===== config.mk =====
export PLATFORM = sky130hd
export DESIGN_NAME = charge_timer
export DESIGN_NICKNAME = d
export VERILOG_FILES = /design/src/rtl/charge_timer.sv
export SDC_FILE = /design/constraint.sdc
export NUM_CORES = 1
export LEC_CHECK = 0
export ABC_AREA = 1
export CAP_MARGIN = 20
export CORE_MARGIN = 5
export CORE_UTILIZATION = 60
export CTS_CLUSTER_DIAMETER = 100
export DETAILED_ROUTE_END_ITERATION = 12
export PLACE_DENSITY = 0.79
export SYNTH_ARGS = -nofsm -noshare
export SYNTH_HDL_FRONTEND = slang
export SYNTH_SLANG_ARGS = --single-unit

===== constraint.sdc =====
create_clock -name clk -period 5.7 [get_ports clk]
set_clock_uncertainty 0.2 [all_clocks]
set_input_delay 1.14 -clock clk [delete_from_list [all_inputs] [get_ports clk]]
set_output_delay 1.14 -clock clk [all_outputs]
set_load 0.05 [all_outputs]

===== src/rtl/charge_timer.sv =====
// Coin-credit charging countdown: debounced coin/start buttons, second-resolution credit,
// BCD remaining-time digits. Define CHARGE_TIMER_CANCEL_EN to add a debounced cancel button.
module charge_timer #(
  parameter int unsigned TICKS_PER_SEC  = 1000,
  parameter int unsigned DEBOUNCE_MS    = 20,
  parameter int unsigned COIN_SECS      = 30,
  parameter int unsigned IDLE_TIMEOUT_S = 10,
  parameter int unsigned DONE_HOLD_S    = 3
) (
  input  logic       clk,
  input  logic       rst,
  input  logic       coin_raw,
  input  logic       start_raw,
`ifdef CHARGE_TIMER_CANCEL_EN
  input  logic       cancel_raw,
`endif
  output logic       charging,
  output logic       done,
  output logic [1:0] state,
  output logic [3:0] remain_tens,
  output logic [3:0] remain_ones
);

  typedef enum logic [1:0] {
    StIdle     = 2'd0,
    StCredit   = 2'd1,
    StCharging = 2'd2,
    StDone     = 2'd3
  } state_e;

`ifdef CHARGE_TIMER_CANCEL_EN
  localparam int unsigned NumBtn = 3;
`else
  localparam int unsigned NumBtn = 2;
`endif
  localparam int unsigned DbW  = $clog2(DEBOUNCE_MS + 1);
  localparam int unsigned SecW = $clog2(TICKS_PER_SEC + 1);

  logic [NumBtn-1:0] raw;
  logic [NumBtn-1:0] sync1_q, sync2_q, level_q, press_q;
  logic [DbW-1:0]    db_cnt_q [NumBtn];

`ifdef CHARGE_TIMER_CANCEL_EN
  assign raw = {cancel_raw, start_raw, coin_raw};
`else
  assign raw = {start_raw, coin_raw};
`endif

  // Level flips only after DEBOUNCE_MS+1 consecutive differing samples; press fires on 0->1.
  always_ff @(posedge clk) begin
    if (rst) begin
      sync1_q <= '0;
      sync2_q <= '0;
      level_q <= '0;
      press_q <= '0;
      for (int i = 0; i < NumBtn; i++) db_cnt_q[i] <= '0;
    end else begin
      sync1_q <= raw;
      sync2_q <= sync1_q;
      press_q <= '0;
      for (int i = 0; i < NumBtn; i++) begin
        if (sync2_q[i] != level_q[i]) begin
          if (db_cnt_q[i] == DbW'(DEBOUNCE_MS)) begin
            level_q[i]  <= sync2_q[i];
            press_q[i]  <= sync2_q[i];
            db_cnt_q[i] <= '0;
          end else begin
            db_cnt_q[i] <= db_cnt_q[i] + DbW'(1);
          end
        end else begin
          db_cnt_q[i] <= '0;
        end
      end
    end
  end

  logic coin_p, start_p, cancel_p;
  assign coin_p  = press_q[0];
  assign start_p = press_q[1];
`ifdef CHARGE_TIMER_CANCEL_EN
  assign cancel_p = press_q[2];
`else
  assign cancel_p = 1'b0;
`endif

  state_e          state_q, state_d;
  logic [6:0]      remain_q, remain_d;
  logic [SecW-1:0] sec_q, sec_d;
  logic [7:0]      tcnt_q, tcnt_d;
  logic            sec_clr, tick;
  logic            charging_q, done_q;
  logic [3:0]      tens_q, ones_q;

  logic [7:0] sum_add, sum_chg;
  logic [6:0] sat_add, sat_chg;

  assign tick    = (sec_q == SecW'(TICKS_PER_SEC - 1));
  assign sum_add = {1'b0, remain_q} + (coin_p ? 8'(COIN_SECS) : 8'd0);
  assign sum_chg = sum_add - {7'd0, tick};
  assign sat_add = (sum_add > 8'd99) ? 7'd99 : sum_add[6:0];
  assign sat_chg = (sum_chg > 8'd99) ? 7'd99 : sum_chg[6:0];

  always_comb begin
    state_d  = state_q;
    remain_d = remain_q;
    tcnt_d   = tcnt_q;
    sec_clr  = 1'b0;
    unique case (state_q)
      StIdle: begin
        remain_d = '0;
        if (coin_p) begin
          remain_d = 7'(COIN_SECS);
          state_d  = StCredit;
        end
      end
      StCredit: begin
        if (cancel_p) begin
          remain_d = '0;
          state_d  = StIdle;
        end else if (start_p) begin
          remain_d = sat_add;
          state_d  = StCharging;
        end else if (coin_p) begin
          // A coin restarts the inactivity window.
          remain_d = sat_add;
          sec_clr  = 1'b1;
          tcnt_d   = '0;
        end else if (tick) begin
          if (tcnt_q == 8'(IDLE_TIMEOUT_S - 1)) begin
            remain_d = '0;
            state_d  = StIdle;
          end else begin
            tcnt_d = tcnt_q + 8'd1;
          end
        end
      end
      StCharging: begin
        if (cancel_p) begin
          remain_d = '0;
          state_d  = StIdle;
        end else begin
          remain_d = sat_chg;
          if (sat_chg == 7'd0) state_d = StDone;
        end
      end
      StDone: begin
        remain_d = '0;
        if (tick) begin
          if (tcnt_q == 8'(DONE_HOLD_S - 1)) begin
            state_d = StIdle;
          end else begin
            tcnt_d = tcnt_q + 8'd1;
          end
        end
      end
      default: state_d = StIdle;
    endcase
    if (state_d != state_q) begin
      sec_clr = 1'b1;
      tcnt_d  = '0;
    end
    sec_d = (sec_clr || tick) ? '0 : sec_q + SecW'(1);
  end

  always_ff @(posedge clk) begin
    if (rst) begin
      state_q    <= StIdle;
      remain_q   <= '0;
      sec_q      <= '0;
      tcnt_q     <= '0;
      charging_q <= 1'b0;
      done_q     <= 1'b0;
      tens_q     <= '0;
      ones_q     <= '0;
    end else begin
      state_q    <= state_d;
      remain_q   <= remain_d;
      sec_q      <= sec_d;
      tcnt_q     <= tcnt_d;
      charging_q <= (state_d == StCharging);
      done_q     <= (state_d == StDone);
      tens_q     <= 4'(remain_d / 7'd10);
      ones_q     <= 4'(remain_d % 7'd10);
    end
  end

  assign state       = state_q;
  assign charging    = charging_q;
  assign done        = done_q;
  assign remain_tens = tens_q;
  assign remain_ones = ones_q;

endmodule


Fig. 1: run 1, pin map
(6 px per um) Pins as bars across the die edge, other pins in grey.
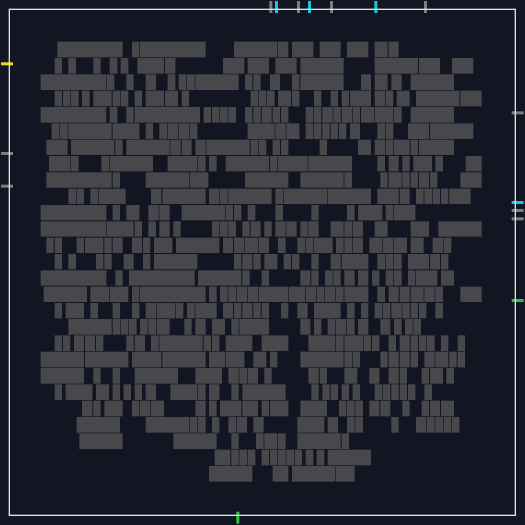
`state` -> green  # pins 2, direction output, edge 1 right, 1 bottom
`clk` -> yellow  # pins 1, direction input, edge left
`remain_ones` -> cyan  # pins 4, direction output, edge 3 top, 1 right
Die Y: 84.10 um
width of the die: 84.10 um
PortBufs: 15

Fig. 2: run 1, close-up of the layout
Region (22, 22) to (62, 62) um. Cells in grey, sequential cells in the stronger grey; small squares are vias.
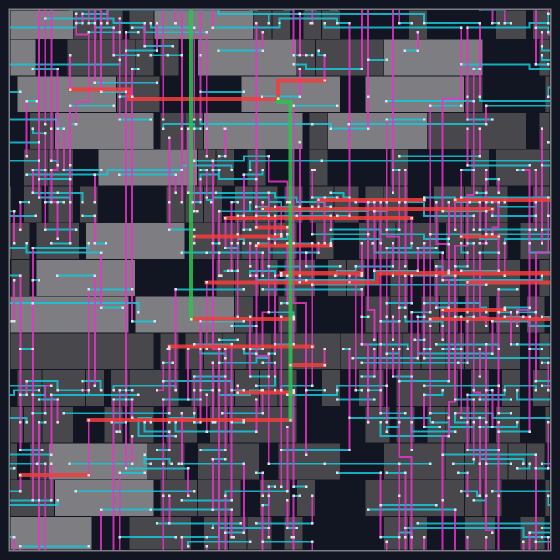
metal 3 -> red
metal 1 -> cyan
metal 4 -> green
metal 2 -> magenta
cells with their middle in the window = 172
netlist names of flops here include = `remain_q` (4), `level_q` (2), `press_q` (2)
most frequent = nand2_1 (32), nor2_1 (23), inv_1 (22)
sequential cells in the window = 18

==> reports/results.ini, run 1 <==
[final_timing]
finalCritPeriodShare=0.7844
final-hold-violation-count=0
setup_viol=0
drv_slew=0
finalSetupTns_ps=0
max_freq_mhz=223.7
final.setup.worst_slack_ps=1229

[cts]
clk_pin_slew_ps=100
post_cts_buffers=0
cts_tree=built
numClockSinks=54
cts_buffers=5
ctsLongestPathBuffers=2
ctsRootBufferMaster=clkbuf_8
htreeDepth=2

[floorplan]
initCoreUtil=0.6095
io-pin-count=16

[worst_setup_path]
cp.depth=31
critPathBufInv=3
critPathMaxStageDelay_ps=580
startpoint_type=flip-flop
crit_fanout=11
crit_path_frequent_cell=nand2_1
r2r-start=press_q[0]
reg2regPathDepth=31
required_ps=5710
crit_family=simple AND/OR/NAND/NOR gates

[finish]
mostFrequentLayoutCell=nand2_1
fin_util=0.6794
instances_no_fill=578
mostFrequentLayoutCells=nand2_1 (104), nor2_1 (71), inv_1 (69)
nets=525
fin_area_sq_um=3672

[synthesis]
ys_area_sq_um=3294
ys_types=37
simple_gate_area_frac=0.3790
syn_area_sq_um=3294
synth-xor-area-share=0.03456
avgSynthCellArea_sq_um=6.921
syn_inst=476
synth_top_area_share=0.2674
mux_area_frac=0
yosysCellCount=476
netlist_top_cells_count=nand2_1 (104), nor2_1 (71), inv_1 (69), dfxtp_1 (44), nand3_1 (44)
fa_ha_area_frac=0.06305
top_logic_kind=simple AND/OR/NAND/NOR gates
edf_count=10
yosys_most_used_dff=dfxtp_1

[global_route]
grt.busiest_layer=met2
antenna_found_initial=0
grt_max_degree=24

[job]
tool_warnings=30

[placed_design]
hpwl_um=5214
place_inst=570
gp_congestion=0.9075
pre_cts_ws_ps=1262
dpl_cell_area_sq_um=3561

[power]
power.density_nw_per_um2=183.8
p_clk_uw=255
power_frac_comb=0.031
p_int_uw=533.3
p_leak_uw=0.001709
clkPwrFrac=0.378
power_leader=sequential cells

[min_path]
min_from=sync1_q[1]
min_to=sync2_q[1]
whs_path_depth=2
holdCritPathClass=flip-flop to flip-flop

[routing]
remaining_drc_errors=0
routedWlPerCell_um=11.13
dr_wl_met2_um=3243
vias_per_cell=5.043
antenna_left=0
detail_route.iter0.violations=131
drt-met1-wl_um=2786
firstDrtPassIters=4

[outcome]
status=finished clean

Fig. 3: run 1, metal layers overlaid
(4 px per um) Two of the layers only.
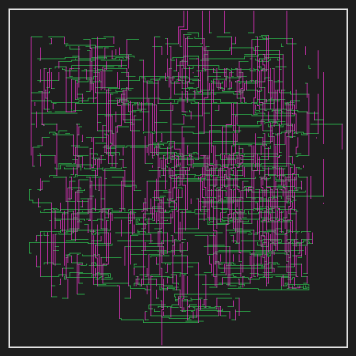
metal 1 -> green  # wire length 2790 um
metal 2 -> magenta  # wire length 3240 um
Routed Wire Length: 6435 um
global-route usage over all layers: 0.1872
vias: 2915

Fig. 4: run 1, metal 2
(4 px per um)
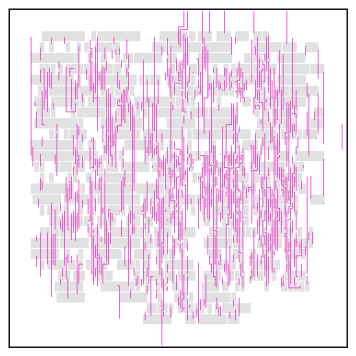
nets with wire on the layer = 435
main direction = vertical
share of all routed wire = 50%
wire length on this layer = 3240 um
met2 Use GR: 0.3458

-- run 1: worst min-delay path: stages (launching register included) --
cell	delay [ps]
dfxtp_1	310
inv_1	50
nor2_1	30
-- run 1: cell type report --
class | count | area (sq um)
Multi-Input combinational cell | 351 | 1842
Timing Repair Buffer | 16 | 157.7
Clock buffer | 5 | 68.82
Tap cell | 72 | 90.09
Clock inverter | 3 | 42.54
Sequential cell | 54 | 1181
Fill cell | 485 | 1733
Inverter | 77 | 290.3
-- run 1: state kept, by name, indices dropped and copies added (netlist names) --
signal / count
press_q: 2
level_q: 2
sync1_q: 2
remain_ones: 3
state: 2
remain_tens: 4
tcnt_q: 8
done: 1
charging: 1
remain_q: 7
sync2_q: 2
sec_q: 10
db_cnt_q: 10
Fig. 5: run 1, placed standard cells
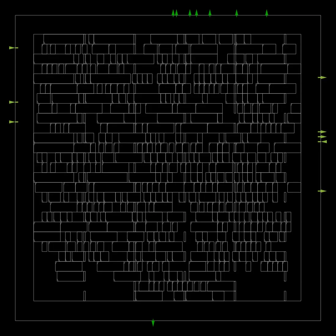

==> run 2: changes to the inputs <==
- CORE_UTILIZATION: 60 -> 55
- PLACE_DENSITY: 0.79 -> 0.77
- clock period: 5.7 -> 3.95 ns (I/O delays scaled with it)
Fig. 6: run 2, placed standard cells
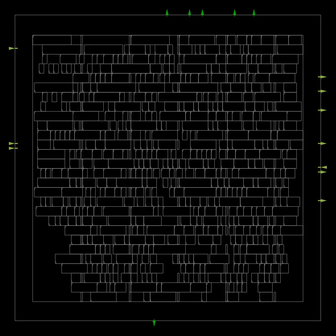
tap cells: 75
Final Core Density: 0.7698
# rows: 28
flop count: 54

==> reports/results.ini, run 2 <==
[power]
p_leak_uw=0.002107
power.density_nw_per_um2=207.1
clkPwrFrac=0.339
power_frac_comb=0.045
p_clk_uw=318
power_leader=sequential cells

[finish]
largestRegisters=db_cnt_q x10, sec_q x10, tcnt_q x8
nFillCells=414
clock_buffers=6
comb_area_sq_um=2261
buffers=74
mostFrequentLayoutCells=nand2_1 (84), nor2_1 (65), inv_1 (63)
fin_area_sq_um=4531
nNonClkInverters=77
flop_area_sq_um=1187
clk_share=0.01906
instances_no_fill=640
logic_gates=352
comb-cell-share=0.4990
seq_area_frac=0.2621
nets=584
final-nonclk-buf-share=0.1326

[final_timing]
max_freq_mhz=237.7
finalCritPeriodShare=1.065
finalSetupTns_ps=-782.0
final.setup.worst_slack_ps=-257.7
drv_slew=0
setup_viol=4

[placed_design]
pre_cts_ws_ps=-196.3
portBuffers=15
hpwl_um=5565
place_inst=595
dpl_cell_area_sq_um=3731

[synthesis]
syn_inst=476
ys_area_sq_um=3294
edf_count=10
mux_area_frac=0
yosysCellCount=476
avgSynthCellArea_sq_um=6.921
ys_types=37
netlist_top_cells_count=nand2_1 (104), nor2_1 (71), inv_1 (69), dfxtp_1 (44), nand3_1 (44)
synth-xor-area-share=0.03456
ys_seq_share=0.3585
syn_area_sq_um=3294
fa_ha_area_frac=0.06305
synth_top_area_share=0.2674
top_logic_kind=simple AND/OR/NAND/NOR gates
simple_gate_area_frac=0.3790

[routing]
wl_um=9677
dr_wl_met2_um=4924
vias_per_cell=5.444
antenna_left=0
vias=3484
remaining_drc_errors=0
drt-met1-wl_um=3664
firstDrtPassIters=5

[worst_setup_path]
crit_fanout=4
required_ps=3970
crit_path_frequent_cell=nand2_2
critPathBufInv=4
critPathMaxStageDelay_ps=510
crit_family=simple AND/OR/NAND/NOR gates
startpoint_type=flip-flop

[cts]
ctsRootBufferMaster=clkbuf_8
ctsLongestPathBuffers=2
cts_tree=built
numClockSinks=54
clk_pin_slew_ps=110
post_cts_buffers=31
cts_buffers=5
htreeDepth=2

[global_route]
grt_usage=0.2279
grt_max_degree=24

[floorplan]
io-pin-count=16

[job]
tool_warnings=31

[outcome]
status=complete, but fails checks
failed_checks=setup timing

[min_path]
holdCritPathClass=flip-flop to flip-flop

Fig. 7: run 2, pin map
(6 px per um) Pins as bars across the die edge, other pins in grey.
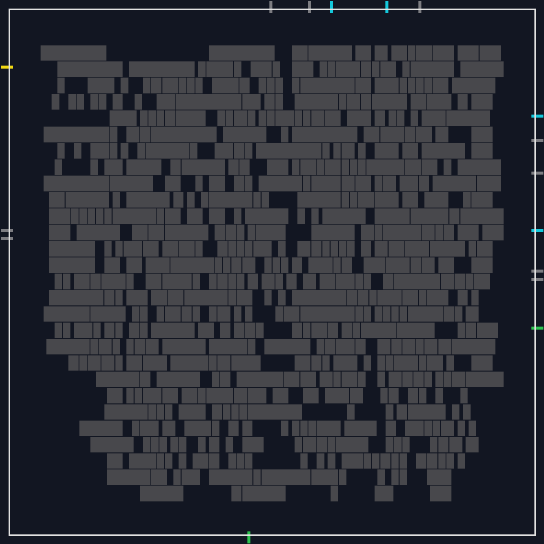
`remain_ones` -> cyan  # pins 4, direction output, edge 2 right, 2 top
`clk` -> yellow  # pins 1, direction input, edge left
`state` -> green  # pins 2, direction output, edge 1 right, 1 bottom
Die Y: 87.40 um
width of the die: 87.40 um

run 2: cell types whose count changed in the layout (fill, tap and decap cells not counted), moves of 5 or more:
cell,previous run,this run
nor2_1,71,65
nor2_4,2,7
inv_1,69,63
nand2_4,0,12
nand3_1,44,36
nand2_2,9,17
nand2_1,104,84
ha_4,0,5
buf_4,1,57
dfxtp_2,0,5
ha_1,15,8
dfxtp_1,44,39
nand3_4,0,8
run 2: path summary, 6_finish.rpt:
kind	start	endpoint	slack, ps	cells past startpoint
setup / recovery	remain_q[1]	remain_ones[1]	-260	31
hold / removal	sync1_q[1]	sync2_q[1]	210	2
setup reg to reg	remain_q[1]	remain_ones[1]	-260	31
hold reg to reg	sync1_q[1]	sync2_q[1]	210	2
Fig. 8: run 2, metal layers overlaid
(4 px per um) Two of the layers only.
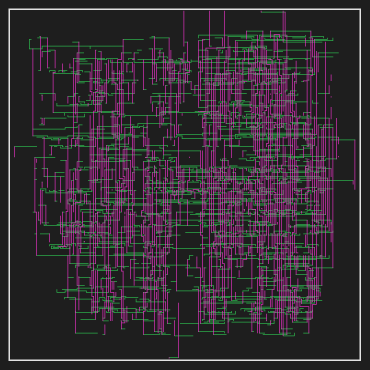

==> run 3: changes to the inputs <==
- ABC_AREA: 1 -> default
- PLACE_DENSITY: 0.77 -> 0.76
- SKIP_LAST_GASP: default -> 1
Fig. 9: run 3, metal layers overlaid
(4 px per um) Two of the layers only.
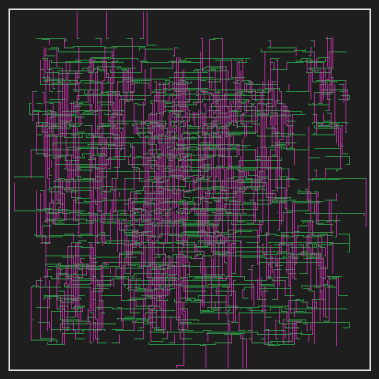
metal 2 -> magenta  # wire length 5020 um
metal 1 -> green  # wire length 4330 um
Routed Wire Length: 10080 um
vias: 3614

Fig. 10: run 3, close-up of the layout
Region (25, 25) to (65, 65) um. Cells in grey, sequential cells in the stronger grey; small squares are vias.
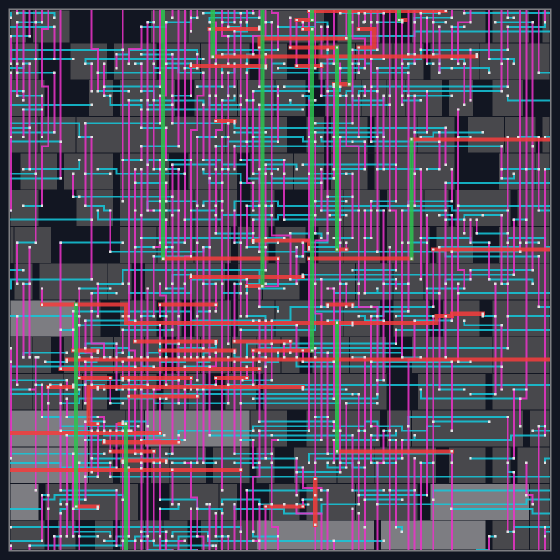
metal 1 -> cyan
metal 4 -> green
metal 2 -> magenta
metal 3 -> red
netlist names of flops here include = `remain_q` (4), `sec_q` (2)
sequential cells in the window = 7
cells with their middle in the window = 162
most frequent = buf_4 (43), a21oi_1 (12), nor2_1 (9)

==> reports/results.ini, run 3 <==
[floorplan]
tapCellCount=77
io-pin-count=16
die_y_um=89.86
initCoreUtil=0.5587

[routing]
firstDrtPassIters=5
vias_per_cell=5.848
drt-met1-wl_um=4333

[placed_design]
place_inst=597
hpwl_um=7370

[synthesis]
yosys_most_used_dff=dfxtp_1
synth-xor-area-share=0.07920
mux_area_frac=0.01142
fa_ha_area_frac=0.06529
syn_area_sq_um=3507
yosysCellCount=415
ys_area_sq_um=3507
synth_top_area_share=0.2512

[power]
p_int_uw=787.3
power_frac_comb=0.055
clkPwrFrac=0.375
p_clk_uw=380
power.density_nw_per_um2=206.7
p_leak_uw=0.002028

[final_timing]
max_freq_mhz=220.4
setup_viol=21
final.setup.worst_slack_ps=-587.9
finalSetupTns_ps=-5735
final-hold-violation-count=0

[finish]
comb-cell-share=0.4972
final-nonclk-buf-share=0.2070
flop_area_sq_um=1189
instances_no_fill=618
buffers=128
clock_buffers=6
comb_area_sq_um=2437
nNonClkInverters=15
mostFrequentLayoutCells=buf_4 (111), nor2_1 (53), dfxtp_1 (40)
flops=54

[outcome]
failed_checks=setup timing
status=complete, but fails checks

[worst_setup_path]
required_ps=3980
startpoint_type=flip-flop

[min_path]
whs_path_depth=1

[global_route]
antenna_found_initial=0
grt.busiest_layer=met2

[job]
tool_warnings=33

[cts]
cts_buffers=5
clk_pin_slew_ps=100
ctsLongestPathBuffers=2
htreeDepth=2

## run 3: worst max-delay path: stages, from the launching register on
cell      delay [ps]
dfxtp_4          380
buf_4            140
fa_2             410
buf_4            160
buf_4            150
xnor2_4          150
and4_4           250
o21ai_1          100
a221oi_2         300
buf_4            180
nor3_4            60
a211oi_4         310
xor2_1           210
nor2_2            50
a221oi_2         240
ha_2             270
nor4_2            60
a311o_1          260
a21o_1           180
or3_1            300
o31ai_1           80
## run 3: path summary, 6_finish.rpt
kind	from	endpoint	slack, ps
setup / recovery	press_q[0]	remain_ones[2]	-590
hold / removal	sync1_q[0]	sync2_q[0]	250
setup reg to reg	press_q[0]	remain_ones[2]	-590
hold reg to reg	sync1_q[0]	sync2_q[0]	250
